### Sequential cells colored by netlist name, run 1

Other sequential cells in the stronger gray, the rest of the logic in the fainter gray.
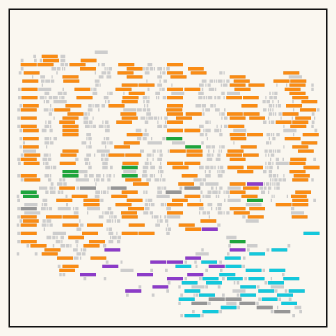
### Placed standard cells, run 1

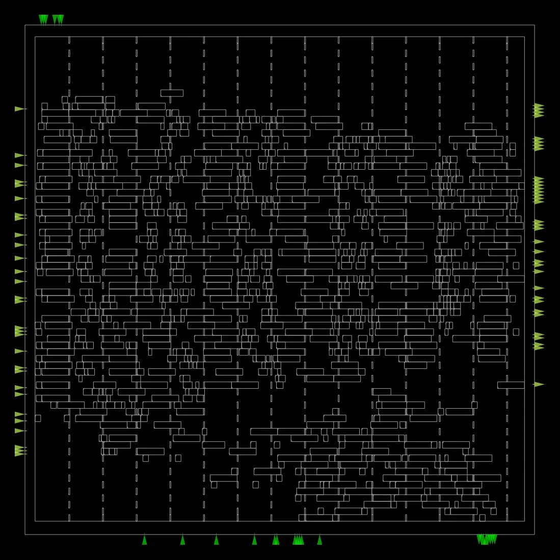
### Nets reached from selected ports, run 1

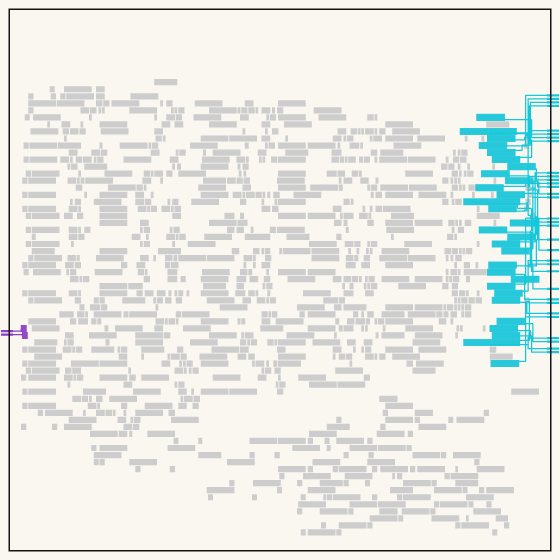
### Signal wires on met3, run 1

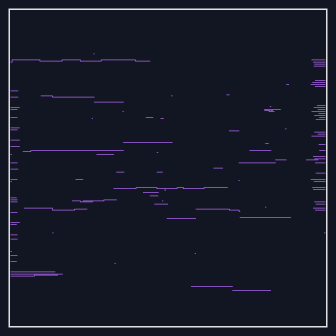
--- config.mk ---
export PLATFORM = sky130hd
export DESIGN_NAME = shift_pipe
export DESIGN_NICKNAME = d
export VERILOG_FILES = /design/src/rtl/shift_pipe.sv
export SDC_FILE = /design/constraint.sdc
export NUM_CORES = 1
export LEC_CHECK = 0
export CAP_MARGIN = 20
export CORE_MARGIN = 4
export CORE_UTILIZATION = 30
export CTS_BUF_LIST = sky130_fd_sc_hd__clkbuf_16
export DETAILED_ROUTE_END_ITERATION = 8
export DONT_BUFFER_PORTS = 1
export MAX_ROUTING_LAYER = met4
export PLACE_DENSITY = 0.47
export RECOVER_POWER = 25
export SYNTH_ARGS = -nofsm -noshare
export SYNTH_HDL_FRONTEND = slang
export SYNTH_SLANG_ARGS = --single-unit
--- constraint.sdc ---
create_clock -name clock -period 4.7 [get_ports clock]
set_input_delay 0.47 -clock clock [delete_from_list [all_inputs] [get_ports clock]]
set_output_delay 0.47 -clock clock [all_outputs]
set_load 0.01 [all_outputs]
--- src/rtl/shift_pipe.sv ---
// Pipelined barrel shifter (SLL/SRL/SRA/ROL): one capture register, then one
// registered stage per shift-amount bit. Tags ride along with each operation.
module shift_pipe #(
  parameter int WIDTH   = 32,
  parameter int SHAMT_W = 5,
  parameter int TAG_W   = 5
) (
  input  logic               clock,
  input  logic               reset,
  input  logic               in_valid,
  output logic               in_ready,
  input  logic [WIDTH-1:0]   in_data,
  input  logic [SHAMT_W-1:0] in_shamt,
  input  logic [1:0]         in_op,
  input  logic [TAG_W-1:0]   in_tag,
  output logic               out_valid,
  input  logic               out_ready,
  output logic [WIDTH-1:0]   out_data,
  output logic [TAG_W-1:0]   out_tag,
  output logic               out_zero
);

  localparam int DEPTH = SHAMT_W + 1;

  localparam logic [1:0] OP_SLL = 2'b00;
  localparam logic [1:0] OP_SRL = 2'b01;
  localparam logic [1:0] OP_SRA = 2'b10;

  // Slot 0 holds the raw operand; slot k+1 holds the result after shift stage k.
  logic               vld_p   [DEPTH];
  logic [WIDTH-1:0]   data_p  [DEPTH];
  logic [SHAMT_W-1:0] shamt_p [DEPTH];
  logic [1:0]         op_p    [DEPTH];
  logic [TAG_W-1:0]   tag_p   [DEPTH];
  logic               sign_p  [DEPTH];

  logic stall;

  // The SRA fill comes from the operand's original sign bit, carried per slot.
  function automatic logic [WIDTH-1:0] shift_stage(
    input logic [WIDTH-1:0] d,
    input logic [1:0]       op,
    input logic             sign,
    input logic             en,
    input int unsigned      amt
  );
    logic [WIDTH-1:0] res;
    res = d;
    if (en) begin
      case (op)
        OP_SLL:  res = d << amt;
        OP_SRL:  res = d >> amt;
        OP_SRA:  res = (d >> amt) | (sign ? ~({WIDTH{1'b1}} >> amt) : '0);
        default: res = (d << amt) | (d >> (WIDTH - amt));
      endcase
    end
    return res;
  endfunction

  assign stall    = vld_p[DEPTH-1] & ~out_ready;
  assign in_ready = ~stall;

  always_ff @(posedge clock) begin
    if (reset) begin
      for (int k = 0; k < DEPTH; k++) begin
        vld_p[k]   <= 1'b0;
        data_p[k]  <= '0;
        shamt_p[k] <= '0;
        op_p[k]    <= '0;
        tag_p[k]   <= '0;
        sign_p[k]  <= 1'b0;
      end
    end else if (!stall) begin
      // capture stage: bubbles enter here whenever in_valid is low
      vld_p[0]   <= in_valid;
      data_p[0]  <= in_data;
      shamt_p[0] <= in_shamt;
      op_p[0]    <= in_op;
      tag_p[0]   <= in_tag;
      sign_p[0]  <= in_data[WIDTH-1];
      // shift stage k: consumes the low remaining shamt bit, shifts by 2^k
      for (int k = 0; k < SHAMT_W; k++) begin
        vld_p[k+1]   <= vld_p[k];
        data_p[k+1]  <= shift_stage(data_p[k], op_p[k], sign_p[k], shamt_p[k][0],
                                    int'(unsigned'(1) << k));
        shamt_p[k+1] <= shamt_p[k] >> 1;
        op_p[k+1]    <= op_p[k];
        tag_p[k+1]   <= tag_p[k];
        sign_p[k+1]  <= sign_p[k];
      end
    end
  end

  // output stage
  assign out_valid = vld_p[DEPTH-1];
  assign out_data  = data_p[DEPTH-1];
  assign out_tag   = tag_p[DEPTH-1];
  assign out_zero  = (data_p[DEPTH-1] == '0);

endmodule

==> notes.md, run 1 <==
run metrics: clock network power share=0.417, Mapped Area=12100 um^2, final tally of setup violations=0, Relative slew margins=-0.423, die span in y=209 um, Synth Flop Type=edfxtp_1, post-CTS setup buffer count=0, number of antenna-violating nets in the routed design=0, logic area=4010 um^2, CP startpoint kind=register, 1st-iter DRT viols=about 420, failing checks=max-capacitance violations, max-slew violations, vias in the first global route=between 6k and 7k, PwrDens=388 nW/um^2, Max Cap Viol=2, fillers=between 3k and 4k, Peak VDD IR=between 0.3 and 0.4 mV, Worst-path clk slew=0.06 ns, first-pass GRT wire length=38.6 mm, yosys stat chip area=between 10000 and 15000 um^2, Slew Limit Fails=100, fin worst setup slack=1.32 ns, Worst Path Arrival=3.56 ns, Post-synth mux share=0.0951, vias per inst=4.70, outcome=finished, violations left, Post-DP Area=12600 um^2, CTS Buffer Depth=3, library cells used by synthesis=34, Required @ worst endpoint=4.88 ns, die width=209 um, Hold WC Path Type=in2reg, Setup TNS=0 ns, initial antenna violation count=3, clk_lat worst skew=around 0.55 ns, clk_buf instances=31, Synth Register Bits=257, post_cts resized=0, Via Count=just under 7k, drt pass-1 iters=5, Worst-Margin Slew=2.13 ns, Hold Buf Count CTS=0, Flop pwr share=0.521, CP Capture Type=register, worst path bufs/invs=1, Adder Area Share=0
## Picture notes: 'Sequential cells colored by netlist name'
- data_p: orange (flops 191)
- shamt_p: purple (flops 15; where bottom middle)
- op_p: green (flops 10)
- tag_p: cyan (flops 30)
- not colored: 11
Seq. pwr: 2.74 mW
sequential cell area share: 0.571
Core Util, Final: 0.339
sequential cell area: 7720 um^2

## Picture notes: 'Placed standard cells'
Non-Filler Instances: 1469
FP Rows: 73

## Picture notes: 'Nets reached from selected ports'
- in_op: purple (bits 2; direction input; end cells 2; buffers 0; wire 9.60 um)
- out_data: cyan (bits 32; direction output; end cells 32; buffers 0; wire 819 um)
IO Pins: 88
IO buf count: 0

## Picture notes: 'Signal wires on met3'
- share of all routed wire: 4.8%
- nets with wire on the layer: 77
- wire length on this layer: 1130 um
- longest straight run: 61.2 um
- main direction: horizontal

-- run 1: logic make-up after synthesis --
group / count (synthesis)
and+or+nand+nor: 322
DFF: 257
AOI/OAI and AO/OA: 166
muxes: 113
buffers and inverters: 83
xor gates and xnor gates: 5
-- run 1: metal layers --
metal  global-route usage  vias up  routed length [um]
li1                     -     3513                   -
met1                0.142     3225               10800
met2                0.178      128               11200
met3               0.0239       45                1130
met4               0.0315        0                 625
met5                    -        -                   0
-- run 1: cell usage after synthesis, types with 2 or more instances --
library cell | n | area share
edfxtp_1 | 257 | 0.64
nor2_1 | 163 | 0.051
a211oi_1 | 128 | 0.079
mux2i_1 | 98 | 0.081
and2_1 | 93 | 0.048
clkbuf_1 | 47 | 0.015
nand2_1 | 30 | 0.0093
a22oi_1 | 16 | 0.0099
buf_2 | 16 | 0.0066
a221oi_1 | 15 | 0.011
mux2_2 | 15 | 0.014
nor3_1 | 15 | 0.0062
nor4_1 | 8 | 0.0041
inv_1 | 7 | 0.0022
buf_4 | 6 | 0.0037
nor2b_1 | 5 | 0.0026
a31oi_1 | 4 | 0.0021
xnor2_1 | 3 | 0.0022
buf_1 | 2 | 0.00062
clkinv_1 | 2 | 0.00062
nand2b_1 | 2 | 0.0010
nand4_1 | 2 | 0.0010
-- run 1: cells in the final DEF, fill, tap and decap left out, drive strengths merged --
master | synthesis | layout
o21a | 1 | 1
nand4 | 2 | 2
buf | 27 | 14
a31oi | 4 | 4
clkinv | 2 | 17
mux2 | 15 | 15
bufinv | 0 | 2
a221oi | 15 | 15
nand2b | 2 | 2
xnor2 | 5 | 5
o21ai | 1 | 1
edfxtp | 257 | 257
a21oi | 1 | 1
inv | 7 | 11
clkbuf | 47 | 32
clkinvlp | 0 | 2
or2 | 1 | 1
nor3 | 15 | 15
nand3 | 1 | 1
a22oi | 16 | 16
mux2i | 98 | 98
and2b | 1 | 1
and2 | 94 | 94
nor4 | 8 | 8
diode | 0 | 3
nor2b | 5 | 5
nand2 | 30 | 30
nor2 | 163 | 163
a211oi | 128 | 128
-- run 1: worst paths after layout --
check                           slack, ns            end         from  cells after the start
worst max-delay path                 1.32  data_p[4][26]     vld_p[5]                      3
worst min-delay path                 0.11  shamt_p[0][2]  in_shamt[2]                      1
worst max register to register       1.32  data_p[4][26]     vld_p[5]                      3
worst min register to register       0.51       vld_p[1]     vld_p[0]                      1
-- run 1: per-stage QoR --
step,hold WS (ns),std cells,power (mW),utilization
4_1_cts,0.0689,1465,5.34,0.339
3_3_place_gp,0.500,1409,3.11,0.315
5_1_grt,0.0800,1469,5.49,0.339
2_1_floorplan,0.497,946,3.02,-
3_5_place_dp,0.503,1411,3.11,0.316
6_report,0.109,1469,5.25,0.339
-- run 1: power groups by stage --
| stage | clock network [mW] | logic (mW) | registers, mW |
|---|---|---|---|
| finish | 2.19 | 0.321 | 2.74 |
| floorplan | 0 | 0.285 | 2.74 |
| CTS | 2.27 | 0.327 | 2.74 |
| detailed placement | 0 | 0.326 | 2.79 |
| global placement | 0 | 0.322 | 2.79 |
| global route | 2.37 | 0.365 | 2.75 |
## Run 2: what changed since run 1
--- a/config.mk
+++ b/config.mk
@@ -12,7 +12,7 @@
 export DETAILED_ROUTE_END_ITERATION = 8
 export DONT_BUFFER_PORTS = 1
 export MAX_ROUTING_LAYER = met4
-export PLACE_DENSITY = 0.47
+export PLACE_DENSITY = 0.48
 export RECOVER_POWER = 25
 export SYNTH_ARGS = -nofsm -noshare
 export SYNTH_HDL_FRONTEND = slang
==> constraint.sdc (replaced) <==
create_clock -name clock -period 3 [get_ports clock]
set_input_delay 0.3 -clock clock [delete_from_list [all_inputs] [get_ports clock]]
set_output_delay 0.3 -clock clock [all_outputs]
set_load 0.01 [all_outputs]
==> run 2 against run 1 <==
  * The run now ends clean
  * Cell count grew 3.7%
  * Wire length up 0.75%
  * Via count up 3.1%
  * Combinational power is 78% higher
  * Area after synthesis did not move
  * Design area increased by 4.0%
  * Total power up 55%
  * Non-clock buffer count increased by 58
  * Clock-buffer cell count did not move
  * Clock skew barely moved
  * Largest cell class unchanged
  * Largest power group unchanged
  * Highest routed layer unchanged
==> notes.md, run 2 <==
run metrics: Hold Path Depth=2 (was 1), fin worst setup slack=0.709 ns (was 1.32 ns), instance count on the critical path=4 (was 3), Synth Register Bits=257 (unchanged), worst path bufs/invs=1 (unchanged), Required @ worst endpoint=3.34 ns (was 4.88 ns), Via Count=7126 (was 6911), number of antenna-violating nets in the routed design=0 (unchanged), Relative slew margins=0.276 (was -0.423), Worst R2R End=data_p[2][9] (was data_p[4][26]), Worst Path Arrival=2.63 ns (was 3.56 ns), reg2reg path depth=4 (was 3), Synth Flop Type=edfxtp_1 (unchanged), Setup TNS=0 ns (unchanged), yosys stat chip area=12100 um^2 (unchanged), library cells used by synthesis=34 (unchanged), final tally of setup violations=0 (unchanged), Hold WC Path Type=in2reg (unchanged), Synth top cells by count=edfxtp_1 (257), nor2_1 (163), a211oi_1 (128) (unchanged), largest area contributor in the netlist=edfxtp_1 (unchanged), FP Rows=73 (unchanged), clock network power share=0.404 (was 0.417), Slew Limit Fails=0 (was 100), CP Capture Type=register (unchanged), vias in the first global route=7041 (was 6804), drt pass-1 iters=5 (unchanged), outcome=complete, no violations (was finished, violations left), Mapped Area=12100 um^2 (unchanged), IO Pins=88 (unchanged), Post-DP Area=12700 um^2 (was 12600 um^2), Setup crit start=vld_p[5] (unchanged), die width=209 um (unchanged), IO buf count=0 (unchanged), PwrDens=579 nW/um^2 (was 388 nW/um^2), vias per inst=4.68 (was 4.70), CTS Buffer Depth=3 (unchanged), Worst-path clk slew=0.06 ns (about the same), R2R Path Start=vld_p[5] (unchanged), CP Capture Point=data_p[2][9] (was data_p[4][26]), post_cts resized=0 (unchanged), Max Cap Viol=0 (was 2), CP startpoint kind=register (unchanged)
[run 2: cell types whose count changed in the layout (fill, tap and decap cells not counted), moves of 2 or more]
cell,change
and2_0,-21
and2_1,+21
buf_12,+3
buf_4,+9
clkinvlp_4,-2
diode_2,-3
dlygate4sd3_1,+45
[run 2: power groups by stage]
stage          clock network (mW)  registers, mW  logic, mW
2_1_floorplan                   0           4.28      0.447
3_3_place_gp                    0           4.35      0.526
3_5_place_dp                    0           4.36      0.534
4_1_cts                      3.41           4.28      0.580
5_1_grt                      3.56           4.30      0.648
6_report                     3.29           4.28      0.570
[run 2: through the flow]
stage | instances | util | power, mW | hold slack [ns]
finish | 1523 | 0.353 | 8.14 | 0.310
global route | 1523 | 0.353 | 8.50 | 0.348
CTS | 1523 | 0.353 | 8.27 | 0.179
detailed placement | 1425 | 0.320 | 4.89 | 0.502
global placement | 1425 | 0.320 | 4.88 | 0.501
floorplan | 946 | - | 4.73 | 0.497
[run 2: area by class of cell]
cell class / instances / area (um^2)
clock buffer: 31 / 776
inverter: 9 / 33.8
multi-input combinational: 606 / 4010
clock inverter: 22 / 123
fill: 3945 / 25800
timing repair buffer: 73 / 729
sequential: 257 / 7720
tap: 525 / 657
[run 2: worst min path at each step]
stage,startpoint,end,slack (ns)
6_report,reset,tag_p[5][4],0.31
5_1_grt,reset,vld_p[3],0.35
4_1_cts,reset,tag_p[5][0],0.18
3_5_place_dp,in_data[19],data_p[0][19],0.50
3_3_place_gp,in_data[30],data_p[0][30],0.50
2_1_floorplan,shamt_p[0][6],shamt_p[0][10],0.50
[run 2: cells by family (layout without fill, tap and decap cells)]
family,Yosys count,in the layout,share of synthesized area
xor gates and xnor gates,5,5,0.00579
DFF,257,257,0.638
and+or+nand+nor,322,322,0.125
buffers and inverters,83,135,0.0322
AOI/OAI and AO/OA,166,166,0.104
muxes,113,113,0.0951
[run 2: per-layer routing]
metal,wire length (um),track usage,vias up
met4,631,0.0293,0
met2,11300,0.181,146
met5,0,-,-
met3,1030,0.0212,46
met1,10900,0.145,3309
li1,-,-,3625
[run 2: repair_timing]
item / CTS / global route
hold endpoints to repair: 45 / 0
endpoints found under the setup margin: 0 / 0
hold buffers: 45 / 0
### Placed standard cells, run 2

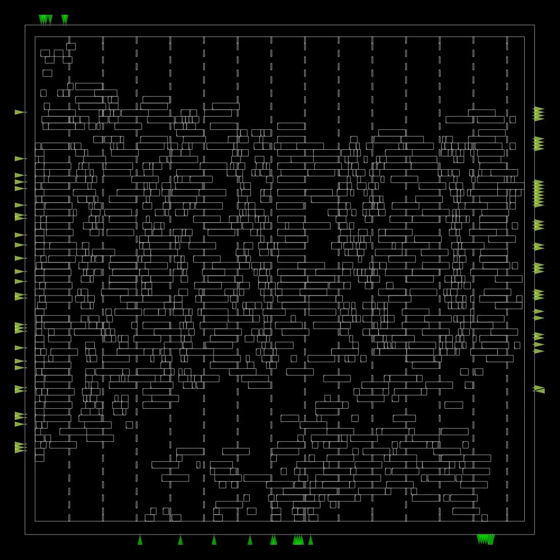
Core Util, Final: 0.353
fillers: 3945
sequential cell area share: 0.549
Seq cells: 257
Core Footprint: 39800 um^2

## Run 3: what changed since run 2
--- a/config.mk
+++ b/config.mk
@@ -12,7 +12,7 @@
 export DETAILED_ROUTE_END_ITERATION = 8
 export DONT_BUFFER_PORTS = 1
 export MAX_ROUTING_LAYER = met4
-export PLACE_DENSITY = 0.48
+export PLACE_DENSITY = 0.47
 export RECOVER_POWER = 25
 export SYNTH_ARGS = -nofsm -noshare
 export SYNTH_HDL_FRONTEND = slang
==> constraint.sdc (replaced) <==
create_clock -name clock -period 2.3 [get_ports clock]
set_input_delay 0.23 -clock clock [delete_from_list [all_inputs] [get_ports clock]]
set_output_delay 0.23 -clock clock [all_outputs]
set_load 0.01 [all_outputs]
==> run 3 against run 2 <==
  * Clock skew fell by 0.0058 ns
  * Sequential power rose by about 30%
  * Worst hold slack got worse by 0.23 ns
  * Utilization rose by 0.71 points
  * Non-clock buffer count rose by 14
  * First-iteration DRC count fell by 10%
  * Critical path depth did not move
  * Setup slack got worse by 0.52 ns
  * Cell count rose by 0.98%
  * Total power rose by 38%
  * Die size did not move
  * Critical path type unchanged
  * Largest cell class unchanged
==> notes.md, run 3 <==
run metrics: outcome=complete, no violations (unchanged), die span in y=209 um (unchanged), Peak VDD IR=0.529 mV (was 0.370 mV), clk_lat worst skew=0.55 ns (about the same), Hold WC Path Type=in2reg (unchanged), hold_ws=0.0794 ns (was 0.310 ns), yosys stat chip area=12100 um^2 (unchanged), Mapped Area=12100 um^2 (unchanged), initial antenna violation count=0 (unchanged), top logic cell by instance count in the layout=edfxtp_1 (unchanged), Cell area leaders=edfxtp_1 (64%), mux2i_1 (8.1%), a211oi_1 (7.9%) (unchanged), vias per inst=4.66 (was 4.68), Synth top cells by count=edfxtp_1 (257), nor2_1 (163), a211oi_1 (128) (unchanged), Synth Register Bits=257 (unchanged), Slew Limit Fails=0 (unchanged), Setup TNS=0 ns (unchanged), first-pass GRT wire length=40.6 mm (was 39.4 mm), Synth Flop Type=edfxtp_1 (unchanged), GRT overflow=0 (unchanged), most frequent cells in the layout=edfxtp_1 (257), nor2_1 (163), a211oi_1 (128) (unchanged), Worst Path Arrival=2.35 ns (was 2.63 ns), CP startpoint kind=register (unchanged), drt pass-1 iters=4 (was 5), Largest type area fraction=0.638 (unchanged), Worst-path clk slew=0.06 ns (about the same), largest area contributor in the netlist=edfxtp_1 (unchanged), vias in the first global route=7282 (was 7041), Core Footprint=39800 um^2 (unchanged), total chip power=11.2 mW (was 8.14 mW), die width=209 um (unchanged), final tally of setup violations=0 (unchanged), 1st-iter DRT viols=366 (was 408), Relative slew margins=0.455 (was 0.276), Via Count=7172 (was 7126), number of antenna-violating nets in the routed design=0 (unchanged), placed cells=1439 (was 1425), CP Capture Type=register (unchanged), clock network power share=0.435 (was 0.404), CTS Buffer Depth=3 (unchanged), FP Rows=73 (unchanged), Flop pwr share=0.497 (was 0.526), Synth top cell by count=edfxtp_1 (unchanged)
## run 3: power groups by stage
stage                     Combinational, mW  Clock (mW)  Sequential (mW)
final                                 0.769        4.89             5.58
after CTS                             0.789        5.06             5.59
after floorplan                       0.583           0             5.59
after global placement                0.720           0             5.69
after global routing                  0.867        5.27             5.62
after detailed placement              0.729           0             5.69
## run 3: metrics by stage
step / setup slack [ns] / instance area (um^2)
after floorplan: -0.660 / 12100
after global placement: 0.377 / 12900
after detailed placement: 0.390 / 12900
after CTS: 0.122 / 14400
after global routing: 0.0242 / 14300
final: 0.193 / 14300
## run 3: worst max-delay path, stage by stage (launching register included)
cell	delay (ns)
edfxtp_1	0.43
nand2b_1	0.28
or2_4	0.33
clkbuf_2	0.45
buf_12	0.27
## run 3: layout make-up
class,count,area [um^2]
inverter,9,33.8
clock buffer,31,776
multi-input combinational,606,4020
tap,525,657
timing repair buffer,87,872
clock inverter,23,260
sequential,257,7720
fill,3868,25500
## run 3: cells by family after synthesis
| group | share of synthesized area |
|---|---|
| AND/OR/NAND/NOR | 0.125 |
| AND-OR/OR-AND | 0.104 |
| buffers and inverters | 0.0322 |
| multiplexers | 0.0951 |
| XOR/XNOR | 0.00579 |
| flip-flops | 0.638 |
## run 3: repair_timing
| item | 4_1_cts | 5_1_grt |
|---|---|---|
| hold endpoints to repair | 45 | 0 |
| resized | 0 | 0 |
| hold buffers | 45 | 0 |
| endpoints found under the setup margin | 0 | 0 |
## run 3: final timing paths
path          startpoint  slack (ns)  cells after the start      endpoint
max             vld_p[5]        0.19                      4  data_p[3][6]
min                reset        0.08                      1   tag_p[2][4]
max reg2reg     vld_p[5]        0.19                      4  data_p[3][6]
min reg2reg  tag_p[4][0]        0.51                      1   tag_p[5][0]
## run 3: routing by layer
metal  up-vias  global-route usage  share of wire
met5         -                   -              0
met4         0              0.0279          0.025
met3        49              0.0227          0.039
met2       127               0.193           0.49
met1      3335               0.146           0.45
li1       3661                   -              -
### Placed standard cells, run 3

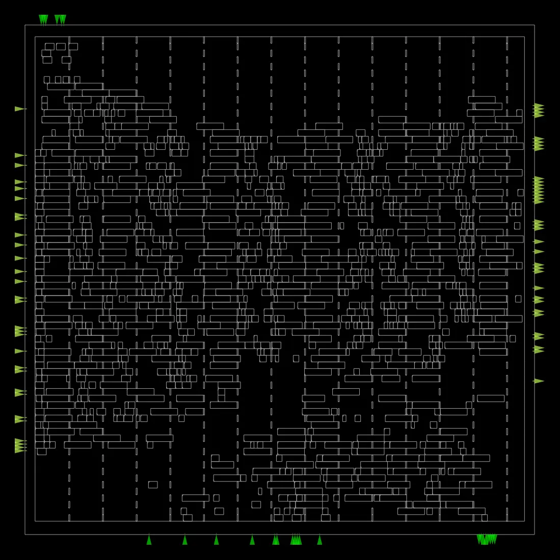
Core Util, Final: 0.360
Non-Filler Instances: 1538
n_taps: 525
fillers: 3868

Power and IR drop assume default switching activity.
